<file path="src/rtl/riscv_pkg.sv">
// riscv_pkg: shared RV32I control definitions.
// Holds the opcode constants, the ALUOp encodings, the controller state and
// instruction-class enums, the strobe bundle and a helper that decodes the
// Moore strobes for a given state/class pair.
package riscv_pkg;

    localparam int unsigned OPCODE_W = 7;
    localparam int unsigned ALUOP_W  = 2;

    localparam logic [OPCODE_W-1:0] OP_R     = 7'b0110011;
    localparam logic [OPCODE_W-1:0] OP_I     = 7'b0010011;
    localparam logic [OPCODE_W-1:0] OP_LUI   = 7'b0110111;
    localparam logic [OPCODE_W-1:0] OP_LOAD  = 7'b0000011;
    localparam logic [OPCODE_W-1:0] OP_STORE = 7'b0100011;

    localparam logic [ALUOP_W-1:0] ALUOP_ADD   = 2'b00;
    localparam logic [ALUOP_W-1:0] ALUOP_FUNCT = 2'b10;

    typedef enum logic [2:0] {
        IDLE,
        FETCH,
        DECODE,
        EXECUTE,
        MEM,
        WRITEBACK,
        TRAP
    } state_t;

    typedef enum logic [2:0] {
        CLS_R,
        CLS_I,
        CLS_LUI,
        CLS_LOAD,
        CLS_STORE
    } instrClass_t;

    // Datapath strobes that depend only on state and latched class.
    typedef struct packed {
        logic               instrRead;
        logic               regWrite;
        logic               aluSrc;
        logic [ALUOP_W-1:0] aluOp;
        logic               memRead;
        logic               memWrite;
        logic               memToReg;
        logic               illegal;
    } ctrl_t;

    // Moore strobe decode for one state/class pair.
    function automatic ctrl_t stateCtrl(input state_t st, input instrClass_t cls);
        ctrl_t c;
        c = '0;
        if (st == EXECUTE || st == MEM || st == WRITEBACK) begin
            c.aluSrc = (cls != CLS_R);
            c.aluOp  = (cls == CLS_R || cls == CLS_I) ? ALUOP_FUNCT : ALUOP_ADD;
        end
        case (st)
            FETCH:     c.instrRead = 1'b1;
            MEM: begin
                c.memRead  = (cls == CLS_LOAD);
                c.memWrite = (cls == CLS_STORE);
            end
            WRITEBACK: begin
                c.regWrite = 1'b1;
                c.memToReg = (cls == CLS_LOAD);
            end
            TRAP:      c.illegal = 1'b1;
            default:   ;
        endcase
        return c;
    endfunction

endpackage

</file>
<file path="src/rtl/op_decode.sv">
// op_decode: combinational opcode classifier.
// Ports:
//   opcode        in   instruction[6:0]
//   instrClass_c  out  instruction class (CLS_R when not legal)
//   legal_c       out  1 when opcode is one of the supported classes
module op_decode
    import riscv_pkg::*;
(
    input  logic [OPCODE_W-1:0] opcode,
    output instrClass_t         instrClass_c,
    output logic                legal_c
);

    // Map supported opcodes to their class; everything else is illegal.
    always_comb begin
        instrClass_c = CLS_R;
        legal_c      = 1'b1;
        case (opcode)
            OP_R:     instrClass_c = CLS_R;
            OP_I:     instrClass_c = CLS_I;
            OP_LUI:   instrClass_c = CLS_LUI;
            OP_LOAD:  instrClass_c = CLS_LOAD;
            OP_STORE: instrClass_c = CLS_STORE;
            default:  legal_c      = 1'b0;
        endcase
    end

endmodule

</file>
<file path="src/rtl/multicycle_controller.sv">
// multicycle_controller: sequencing FSM for the multi-cycle RV32I datapath.
// Steps each instruction through FETCH/DECODE/EXECUTE/MEM/WRITEBACK, waits
// on instr_ready and mem_ready, counts retired instructions and traps on
// unsupported opcodes.
// Ports:
//   clk, rst_n                  clock, async active-low reset
//   opcode                      IR[6:0], sampled in DECODE only
//   instr_ready, mem_ready      memory handshakes
//   InstrRead                   fetch request
//   IRWrite, PCWrite            IR load / PC+4, gated by instr_ready in FETCH
//   RegWrite, ALUSrc, ALUOp     register-file write, ALU operand select/class
//   MemRead, MemWrite, MemToReg data memory strobes and write-back select
//   illegal                     sticky trap flag
//   instret                     retired-instruction count
module multicycle_controller
    import riscv_pkg::*;
#(
    parameter int unsigned CNT_W = 32
) (
    input  logic                clk,
    input  logic                rst_n,
    input  logic [OPCODE_W-1:0] opcode,
    input  logic                instr_ready,
    input  logic                mem_ready,
    output logic                InstrRead,
    output logic                IRWrite,
    output logic                PCWrite,
    output logic                RegWrite,
    output logic                ALUSrc,
    output logic [ALUOP_W-1:0]  ALUOp,
    output logic                MemRead,
    output logic                MemWrite,
    output logic                MemToReg,
    output logic                illegal,
    output logic [CNT_W-1:0]    instret
);

    state_t      state;
    state_t      nextState;
    instrClass_t instrClass;
    instrClass_t nextClass;
    instrClass_t decClass;
    logic        decLegal;
    logic        retire;
    ctrl_t       ctrlQ;

    op_decode uOpDecode (
        .opcode       (opcode),
        .instrClass_c (decClass),
        .legal_c      (decLegal)
    );

    // Next-state, class latch and retirement decode.
    always_comb begin
        nextState = state;
        nextClass = instrClass;
        retire    = 1'b0;
        case (state)
            IDLE:  nextState = FETCH;
            FETCH: begin
                if (instr_ready) nextState = DECODE;
            end
            DECODE: begin
                if (decLegal) begin
                    nextState = EXECUTE;
                    nextClass = decClass;
                end else begin
                    nextState = TRAP;
                end
            end
            EXECUTE: begin
                if (instrClass == CLS_LOAD || instrClass == CLS_STORE) nextState = MEM;
                else                                                  nextState = WRITEBACK;
            end
            MEM: begin
                if (mem_ready) begin
                    if (instrClass == CLS_STORE) begin
                        nextState = FETCH;
                        retire    = 1'b1;
                    end else begin
                        nextState = WRITEBACK;
                    end
                end
            end
            WRITEBACK: begin
                nextState = FETCH;
                retire    = 1'b1;
            end
            TRAP:    nextState = TRAP;
            default: nextState = IDLE;
        endcase
    end

    // State, class, counter and strobes; strobes are registered from the
    // next state so they line up with the state they describe.
    always_ff @(posedge clk or negedge rst_n) begin
        if (!rst_n) begin
            state      <= IDLE;
            instrClass <= CLS_R;
            ctrlQ      <= '0;
            instret    <= '0;
        end else begin
            state      <= nextState;
            instrClass <= nextClass;
            ctrlQ      <= stateCtrl(nextState, nextClass);
            if (retire) instret <= instret + CNT_W'(1);
        end
    end

    // IR/PC load is the only strobe that follows instr_ready in the same cycle.
    assign IRWrite   = (state == FETCH) && instr_ready;
    assign PCWrite   = (state == FETCH) && instr_ready;

    assign InstrRead = ctrlQ.instrRead;
    assign RegWrite  = ctrlQ.regWrite;
    assign ALUSrc    = ctrlQ.aluSrc;
    assign ALUOp     = ctrlQ.aluOp;
    assign MemRead   = ctrlQ.memRead;
    assign MemWrite  = ctrlQ.memWrite;
    assign MemToReg  = ctrlQ.memToReg;
    assign illegal   = ctrlQ.illegal;

endmodule

</file>
<file path="config.mk">
export PLATFORM = sky130hd
export DESIGN_NAME = multicycle_controller
export DESIGN_NICKNAME = d
export VERILOG_FILES = /design/src/rtl/riscv_pkg.sv /design/src/rtl/op_decode.sv /design/src/rtl/multicycle_controller.sv
export SDC_FILE = /design/constraint.sdc
export NUM_CORES = 1
export LEC_CHECK = 0
export CAP_MARGIN = 20
export CORE_UTILIZATION = 40
export CTS_CLUSTER_DIAMETER = 120
export DETAILED_ROUTE_END_ITERATION = 16
export GPL_TIMING_DRIVEN = 0
export PLACE_DENSITY_LB_ADDON = 0.25
export SYNTH_ARGS = -nofsm -noshare
export SYNTH_HDL_FRONTEND = slang
export SYNTH_SLANG_ARGS = --single-unit
</file>
<file path="constraint.sdc">
create_clock -name clk -period 2.55 [get_ports clk]
set_clock_uncertainty 0.15 [all_clocks]
set_input_delay 0.3825 -clock clk [delete_from_list [all_inputs] [get_ports clk]]
set_output_delay 0.3825 -clock clk [all_outputs]
set_load 0.01 [all_outputs]
</file>
run_1/met1.png
Scale: 6 px per um. Supply wires on this layer in grey. Cells faint in the background.
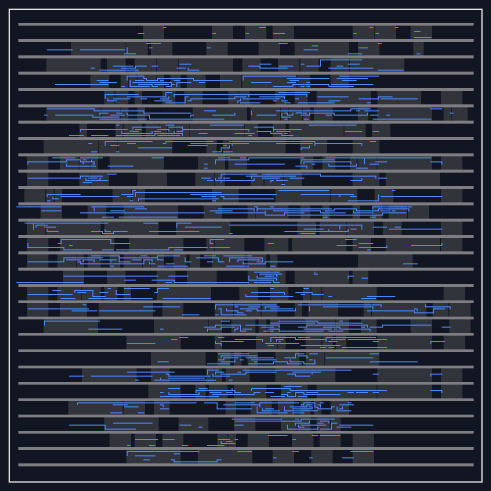
The longest straight run is 22.1 um. 235 nets have wire on it. The wires run mostly horizontal. The layer holds 50% of the routed length. The layer carries 2310 um of wire.
Routed WL: 4630 um
met1 Track Usage GR: 24.46%
via count: 1778

run_1/met2.png
Scale: 6 px per um.
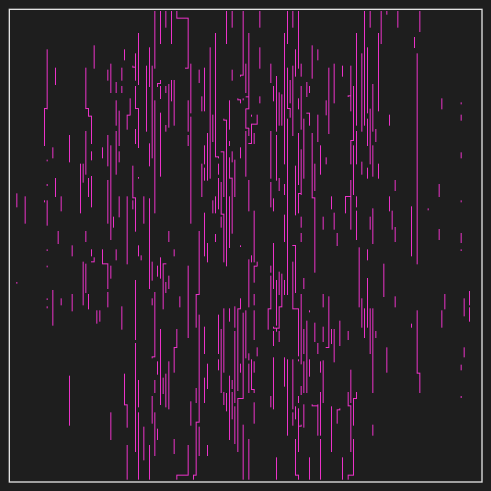
The wires run mostly vertical. 245 nets have wire on it.
grt met2 use: 23.65%

run_1/met3.png
Scale: 8 px per um. Cells faint in the background.
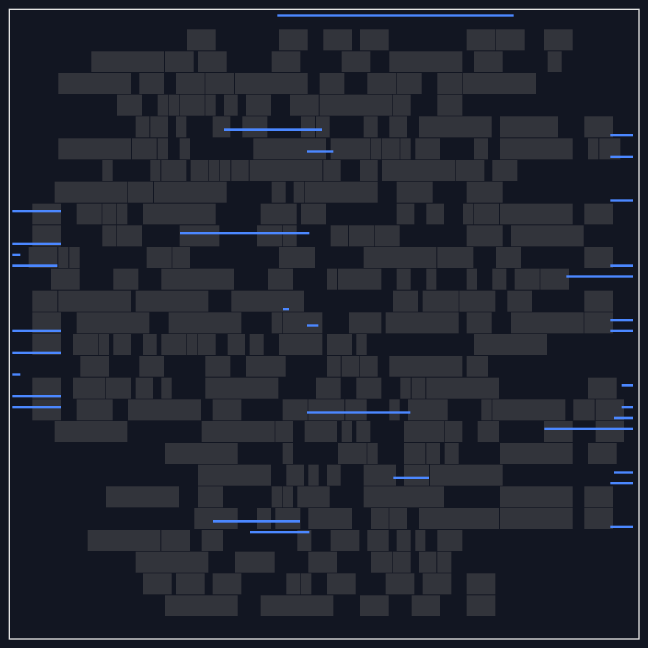
The wires run mostly horizontal. The longest straight run is 29.2 um.
met3 Use GR: 3.605%

==> Slide: Implementation Results, run 1 <==
Flow Results at a Glance

Floorplan
  – Core Box Area: 5574 sq um
  – Row cnt: 27
  – Die span in y: 78.54 um
  – FP Core Util: 42.04%
  – Die ar.: 6169 sq um

Power and ir drop
  – LEAKAGE: between 0.001 and 0.0015 uW
  – VDD IR max: 479.5 uV
  – PwrDens: 644.4 nW/um^2

Place
  – HPWL after detailed placement: about 3500 um

Drt
  – Post-route ant nets: 0
  – DRT met1 WL: 2309 um
  – Met3 routed WL: 182 um
  – Vias/cell: 5.199
  – WL per Instance: around 14 um

CTS
  – CTS max path bufs: 2
  – Post-CTS Resized: 0

Critical path
  – Critical path fanouts, max: 8
  – CP Class: reg2out
  – Worst setup startpoint: state[2]$_DFF_PN0_
  – CP Cell Sequence: nand3b_1 -> nor2_1 -> buf_4 -> clkdlybuf4s50_1
  – Worst path arrival time: 1.80 ns
  – Critical Path Source Type: flip-flop

Run
  – Max Cap Violations: 0

Outcome
  – Status: finished clean

Global route
  – Vias in the first global route: 1608
  – Initial antenna violation count: 0

Yosys
  – Mapped Area: 2343 sq um
  – Yosys reg bits: between 40 and 50
  – Main flop type after synthesis: dfrtp_1
  – Ys Warns: 0
  – Post-synth seq share: 49.12%
  – Dominant comb cell: simple AND/OR/NAND/NOR gates
  – Adder share: 0.5339%
  – # Cells Yosys: 208
  – Syn nets: 220

Cells and area
  – Top Layout Cells: clkdlybuf4s50_1 (51), dfrtp_1 (46), xor2_1 (22), nand2_1 (18)

STA
  – Max_slew headroom: 60.07%
  – Hold Worst Slack: roughly 0.33 ns
  – FMAX: 428.1 MHz
## run 1: report_power, final
part	switching (uW)	internal, uW	total, uW	leakage, uW
clock	236	219	455	0.0000482
sequential	95.1	823	918	0.000573
combinational	296	309	605	0.000593
## run 1: synth_stat cells, types with 3 or more instances
library cell | number | area share, %
and3_1 | 3 | 0.80
dfrtp_1 | 46 | 49
nand4_1 | 7 | 1.9
and4_1 | 4 | 1.5
buf_4 | 3 | 0.96
nor3_1 | 8 | 1.7
a21oi_1 | 3 | 0.64
inv_1 | 7 | 1.1
nor2_1 | 9 | 1.4
nor4_2 | 8 | 4.3
nand3_1 | 9 | 1.9
nor4_1 | 7 | 1.9
xor2_1 | 22 | 8.2
nand2_1 | 18 | 2.9
and2_1 | 3 | 0.80
xnor2_1 | 9 | 3.4
## run 1: state kept, by name, summed over array words and instances (netlist names)
name        count
RegWrite        1
ALUOp           1
state           3
MemWrite        1
instret        32
MemToReg        1
illegal         1
ALUSrc          1
InstrRead       1
instrClass      3
MemRead         1
## run 1: repair_timing
item,in CTS,in global routing
setup endpoints to repair,0,0
hold buffers,1,0
endpoints found under the hold margin,11,0
## run 1: final cells by class
type                       count  area, sq um  area share (%)
tap                           72        90.09           2.934
clock inverter                 1        5.005          0.1630
clock buffer                   7        86.33           2.812
buffer                         7        47.55           1.548
multi-input combinational    148         1119           36.43
sequential                    46         1151           37.49
inverter                       7        26.28          0.8557
timing repair buffer          54        545.5           17.77
## run 1: per-stage QoR
step	cell area, sq um	setup slack (ns)	util, %	TNS, ns	instances
6_report	3070	0.2141	55.08	0	342
5_1_grt	3070	0.1351	55.08	0	342
4_1_cts	3070	0.2035	55.08	0	342
3_5_place_dp	2969	0.1137	53.27	0	333
3_3_place_gp	2954	-0.3322	53.00	-15.11	332
2_1_floorplan	2344	0.7038	-	0	208
==> run 2: changes to the inputs <==
- CELL_PAD_IN_SITES_DETAIL_PLACEMENT: default -> 1
- CELL_PAD_IN_SITES_GLOBAL_PLACEMENT: default -> 1
- CORE_UTILIZATION: 40 -> 39
==> run 2 against run 1 <==
Compared with the run above:
- utilization is 0.35 points lower
- final cell count stayed put
- cell area is 0.57% higher
- maximum frequency is 1.1% lower
- non-clock buffer count stayed put
- register-to-register slack hardly changed
- worst hold slack better by 0.0057 ns
- critical path depth stayed put
- synthesized cell count stayed put
- first-iteration DRC count is 36% lower
- critical path type unchanged
- critical endpoint unchanged
==> Slide: Implementation Results, run 2 <==
Flow Results at a Glance

Power and ir drop
  – Sw Share: 32.08% (was 31.72%)
  – Clk pwr share: 25.9% (was 23.0%)
  – Combinational power: 622 uW (was 605 uW)
  – PwrDens: 677.9 nW/um^2 (was 644.4 nW/um^2)
  – Clock Power: 542 uW (was 455 uW)
  – Sequential share of power: 44.4% (was 46.4%)
  – LEAKAGE: 0.001223 uW (was 0.001214 uW)
  – Internal Power: 1422 uW (was 1351 uW)
  – VDD IR max: 485.9 uV (was 479.5 uV)
  – Biggest consumer: sequential cells (unchanged)
  – Net Sw Power: 671.5 uW (was 627.6 uW)
  – Seq. pwr: 929 uW (was 918 uW)
  – Combinational Power Share: 29.7% (was 30.6%)

Drt
  – WL per Instance: 16.00 um (was 13.54 um)
  – Post-route ant nets: 0 (unchanged)
  – Vias/cell: 5.418 (was 5.199)

Global route
  – All-Layer GR Usage: 18.89% (was 16.68%)
  – Total gr overflow: 0 (unchanged)
  – Initial antenna violation count: 0 (unchanged)
  – Vias in the first global route: 1843 (was 1608)

Yosys
  – Top cell area share: 49.12% (unchanged)
  – Ys Warns: 0 (unchanged)
  – Post-synth seq share: 49.12% (unchanged)
  – Mapped Area: 2343 sq um (unchanged)
  – Top cells by count: dfrtp_1 (46), xor2_1 (22), nand2_1 (18) (unchanged)
  – Fraction of registers with async set/reset: 100.0% (unchanged)
  – Cell with the most instances after synthesis: dfrtp_1 (unchanged)
  – Dominant comb cell: simple AND/OR/NAND/NOR gates (unchanged)
  – Adder share: 0.5339% (unchanged)
  – Main flop type after synthesis: dfrtp_1 (unchanged)
  – Synth area leader: dfrtp_1 (unchanged)
  – # Cells Yosys: 208 (unchanged)
  – Largest cells by area: dfrtp_1 (49%), xor2_1 (8.2%), nor4_2 (4.3%) (unchanged)

STA
  – Setup ws final: 0.1883 ns (was 0.2141 ns)
  – TNS Setup: 0 ns (unchanged)
  – Hold Worst Slack: 0.3360 ns (was 0.3303 ns)
  – Max_slew headroom: 53.52% (was 60.07%)
  – Max-slew violation total from the final report: 0 (unchanged)
  – Final Cycle Share: 92.61% (was 91.60%)
  – FMAX: 423.4 MHz (was 428.1 MHz)

Cells and area
  – Cell Count, Final, Fillers Out: 342 (unchanged)
  – Final instance area: 3088 sq um (was 3070 sq um)
  – Commonest Layout Cell: clkdlybuf4s50_1 (unchanged)
  – Top reg by flops: instret (unchanged)
  – Largest registers: instret (32), instrClass (3), state (3) (unchanged)
  – Top Layout Cells: clkdlybuf4s50_1 (51), dfrtp_1 (46), xor2_1 (22), nand2_1 (18) (unchanged)
  – Max reg flops: 32 (unchanged)

Place
  – Placed cell area: 2969 sq um (unchanged)
  – Placed insts: 333 (unchanged)
  – Pre-CTS setup slack: 0.1373 ns (was 0.1137 ns)

Critical path
  – CP Class: reg2out (unchanged)
  – CP Cell Sequence: nand3b_1 -> nor2_1 -> buf_4 -> clkdlybuf4s50_1 (unchanged)
  – Critical Path Source Type: flip-flop (unchanged)
  – Worst path arrival time: 1.83 ns (was 1.80 ns)
  – Critical path fanouts, max: 8 (unchanged)

Floorplan
  – Die span in y: 79.52 um (was 78.54 um)
  – Row cnt: 27 (unchanged)
  – Die ar.: 6323 sq um (was 6169 sq um)
  – FP Core Util: 41.54% (was 42.04%)
  – Core Box Area: 5642 sq um (was 5574 sq um)

CTS
  – CTS max path bufs: 2 (unchanged)

Outcome
  – Status: finished clean (unchanged)
==> run 2: netlist changes by cell type in the layout (fill, tap and decap cells not counted), sizes merged <==
cell,delta
bufinv,+1
clkinv,+1
clkbuf,-2
==> run 2: area by class of cell <==
type,count,area (sq um)
clock inverter,3,40.04
inverter,7,26.28
fill,612,2554
clock buffer,5,68.82
sequential,46,1151
buffer,7,47.55
multi-input combinational,148,1119
timing repair buffer,54,545.5
tap,72,90.09
==> run 2: worst max-delay path: cells and delay by family (launching register included) <==
family / cells / cell delay (ns)
buffers and inverters: 2 / 0.64
DFF: 1 / 0.48
and+or+nand+nor: 2 / 0.41
==> run 2: path summary, 6_finish.rpt <==
kind	end	depth (start not counted)	start	slack (ns)
setup / recovery	PCWrite	4	state[2]$_DFF_PN0_	0.19
hold / removal	instret[31]$_DFFE_PN0P_	1	instret[31]$_DFFE_PN0P_	0.34
setup reg to reg	MemToReg$_DFF_PN0_	4	state[2]$_DFF_PN0_	0.50
hold reg to reg	instret[31]$_DFFE_PN0P_	1	instret[31]$_DFFE_PN0P_	0.34
max in group asynchronous	instret[13]$_DFFE_PN0P_	3	rst_n	1.37
min in group asynchronous	MemToReg$_DFF_PN0_	2	rst_n	0.38
==> run 2: through the flow <==
step	utilization, %	total power [uW]
global placement	52.36	1532
finish	54.74	2093
global route	54.74	2213
detailed placement	52.63	1555
floorplan	-	1273
CTS	54.74	2108
==> run 2: layer usage <==
layer,GRT usage [%],wire [um],vias to the layer above,part of all wire [%]
met5,0,0,-,0
met4,4.909,54,0,0.99
met3,3.429,242,5,4.4
met2,28.97,2489,43,45
met1,27.33,2688,936,49
li1,-,-,869,-
==> run 2: what timing repair did <==
item	CTS	global route
resized	0	0
hold buffers	1	0
buffers inserted	0	0
endpoints found under the hold margin	15	0
run_2/met1.png
Scale: 6 px per um. Supply wires on this layer in grey. Cells faint in the background.
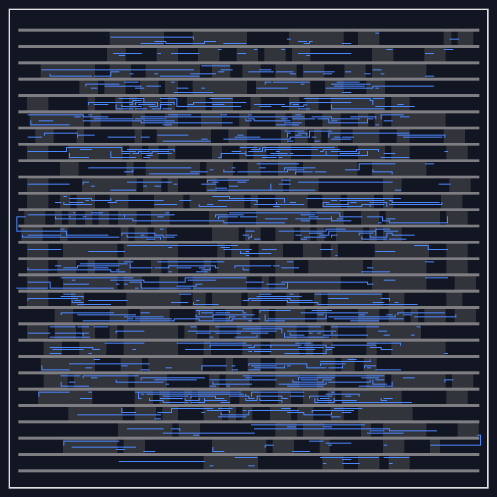
232 nets have wire on it. The layer holds 49% of the routed length. The layer carries 2690 um of wire.
via count: 1853
Routed WL: 5473 um
met1 Track Usage GR: 27.33%

run_2/met2.png
Scale: 6 px per um.
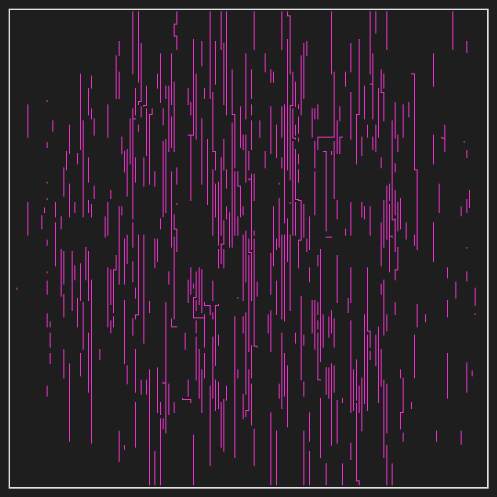
The wires run mostly vertical. The layer holds 45% of the routed length. The longest straight run is 27.2 um. The layer carries 2490 um of wire.
grt met2 use: 28.97%

==> run 3: changes to the inputs <==
- CTS_CLUSTER_SIZE: default -> 20
- GPL_TIMING_DRIVEN: 0 -> default
- TNS_END_PERCENT: default -> 10
==> run 3 against run 2 <==
Compared with the run above:
- sequential share of layout area up 0.46 points
- area after synthesis unchanged
- cell area down 1.2%
- non-clock buffer count down 1
- power down 4.0%
- highest routed layer unchanged
- synthesized cell count unchanged
- largest cell class unchanged
- worst hold slack better by 0.011 ns
- final cell count down 0.29%
- count of clock-buffer cells in the layout up 1
- via count up 1.2%
- global-route usage up 0.61 points
==> Slide: Implementation Results, run 3 <==
Flow Results at a Glance

Outcome
  – Status: finished clean (unchanged)

Cells and area
  – Logic area: 1119 sq um (unchanged)
  – Storage cell area: 1151 sq um (unchanged)
  – Largest registers: instret (32), instrClass (3), state (3) (unchanged)

Critical path
  – Worst path arrival time: 1.74 ns (was 1.83 ns)
  – Worst r2r src: state[2]$_DFF_PN0_ (unchanged)
  – CP Class: reg2out (unchanged)
  – Reg2reg path depth: 4 (unchanged)
  – Worst path top cell family by delay: flip-flops (was buffers and inverters)
  – Worst reg2reg endpoint: MemToReg$_DFF_PN0_ (unchanged)
  – Worst setup path endpoint: PCWrite (unchanged)
  – CP Cell Sequence: nand3b_1 -> nor2_1 -> clkdlybuf4s50_1 (was nand3b_1 -> nor2_1 -> buf_4 -> clkdlybuf4s50_1)
  – Internal reg-to-reg setup slack: 0.55 ns (was 0.50 ns)
  – Critical Path Source Type: flip-flop (unchanged)

Power and ir drop
  – Sw Share: 33.62% (was 32.08%)
  – Clk pwr share: 22.5% (was 25.9%)
  – Net Sw Power: 675.6 uW (was 671.5 uW)
  – Sequential share of power: 47.1% (was 44.4%)

Yosys
  – Ys Warns: 0 (unchanged)
  – Synth area leader: dfrtp_1 (unchanged)
  – Fraction of registers with async set/reset: 100.0% (unchanged)
  – Largest cells by area: dfrtp_1 (49%), xor2_1 (8.2%), nor4_2 (4.3%) (unchanged)
  – # Cells Yosys: 208 (unchanged)

Place
  – Pre-CTS setup slack: 0.1342 ns (was 0.1373 ns)

Global route
  – All-Layer GR Usage: 19.50% (was 18.89%)
  – Grt met2 use: 30.51% (was 28.97%)
  – Initial antenna violation count: 0 (unchanged)
  – Vias in the first global route: 1905 (was 1843)

STA
  – Max-slew violation total from the final report: 0 (unchanged)
  – TNS Setup: 0 ns (unchanged)
  – FMAX: 440.4 MHz (was 423.4 MHz)
  – Setup ws final: 0.2796 ns (was 0.1883 ns)

CTS
  – CTS max path bufs: 2 (unchanged)
  – Setup bufs post-CTS: 0 (unchanged)
  – Hold bufs inserted after CTS: 1 (unchanged)

Drt
  – Vias/cell: 5.499 (was 5.418)
  – Post-route ant nets: 0 (unchanged)
  – WL per Instance: 16.77 um (was 16.00 um)

Floorplan
  – Row cnt: 27 (unchanged)
-- run 3: cell counts after synthesis --
Identical to the previous run, type by type.
-- run 3: per-stage QoR --
step           utilization, %  area [sq um]  power [uW]  hold slack, ns  std cells
2_1_floorplan               -          2344        1273        -0.06309        208
3_3_place_gp            52.36          2954        1551          0.3123        332
3_5_place_dp            52.36          2954        1576          0.3245        332
4_1_cts                 54.07          3050        2034          0.3434        341
5_1_grt                 54.07          3050        2122          0.3835        341
6_report                54.07          3050        2010          0.3470        341
-- run 3: worst min-delay path by stage --
stage                                 start                 endpoint  slack, ns  depth (start not counted)
global route        instret[21]$_DFFE_PN0P_  instret[21]$_DFFE_PN0P_       0.38                          1
detailed placement                    rst_n        illegal$_DFF_PN0_       0.32                          1
global placement                      rst_n        illegal$_DFF_PN0_       0.31                          1
finish              instret[29]$_DFFE_PN0P_  instret[29]$_DFFE_PN0P_       0.35                          1
floorplan                             rst_n       ALUOp[1]$_DFF_PN0_      -0.06                          0
CTS                 instret[29]$_DFFE_PN0P_  instret[29]$_DFFE_PN0P_       0.34                          1
-- run 3: cells by family (layout without fill, tap and decap cells) --
group	Yosys count	count (layout)	synth area share [%]
AND/OR/NAND/NOR	92	92	26.05
flip-flops	46	46	49.12
XOR/XNOR	31	31	11.59
AND-OR/OR-AND	21	21	8.436
buffers and inverters	14	75	3.150
multiplexers	2	2	0.9610
adder cells (fa/ha/maj)	1	1	0.5338
other	1	1	0.1600
-- run 3: area by class of cell --
class,instances,area share [%]
clock buffers,6,2.379
clock inverters,2,0.4512
inverters,7,0.8614
multi-input cells,148,36.67
flip-flops and latches,46,37.74
well taps,72,2.953
repair buffers,60,18.95
-- run 3: per-layer routing --
layer  vias up  part of all wire [%]
li1        880                     -
met1       944                    48
met2        43                    47
met3         8                   3.4
met4         0                   1.4
met5         -                     0
run_3/met1.png
Scale: 6 px per um. Supply wires on this layer in grey. Cells faint in the background.
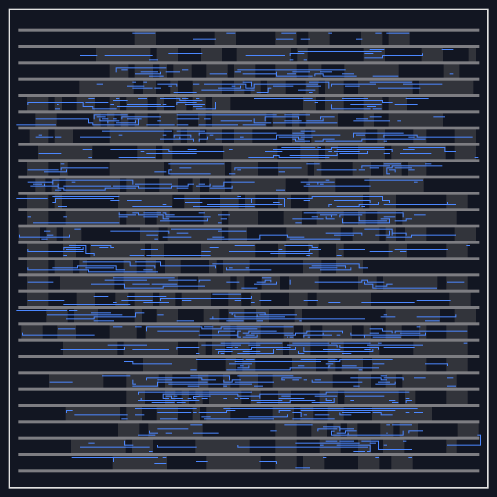
The wires run mostly horizontal. 237 nets have wire on it. The layer carries 2740 um of wire. The longest straight run is 32.2 um. The layer holds 48% of the routed length.
Routed WL: 5718 um
met1 Track Usage GR: 27.48%
via count: 1875

run_3/met3.png
Scale: 8 px per um. Cells faint in the background.
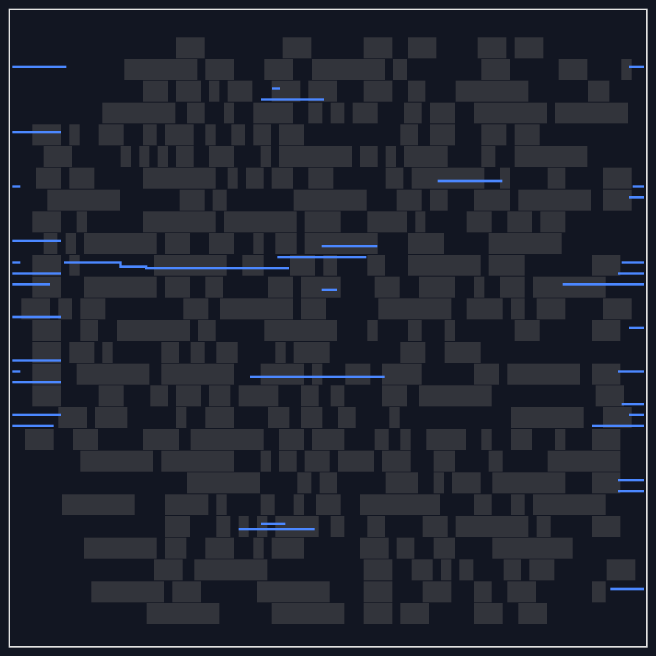
The layer holds 3.4% of the routed length. The wires run mostly horizontal. The layer carries 195 um of wire. 32 nets have wire on it.
met3 Use GR: 3.429%

No activity file was given, so power comes from the tool's default toggle rates.
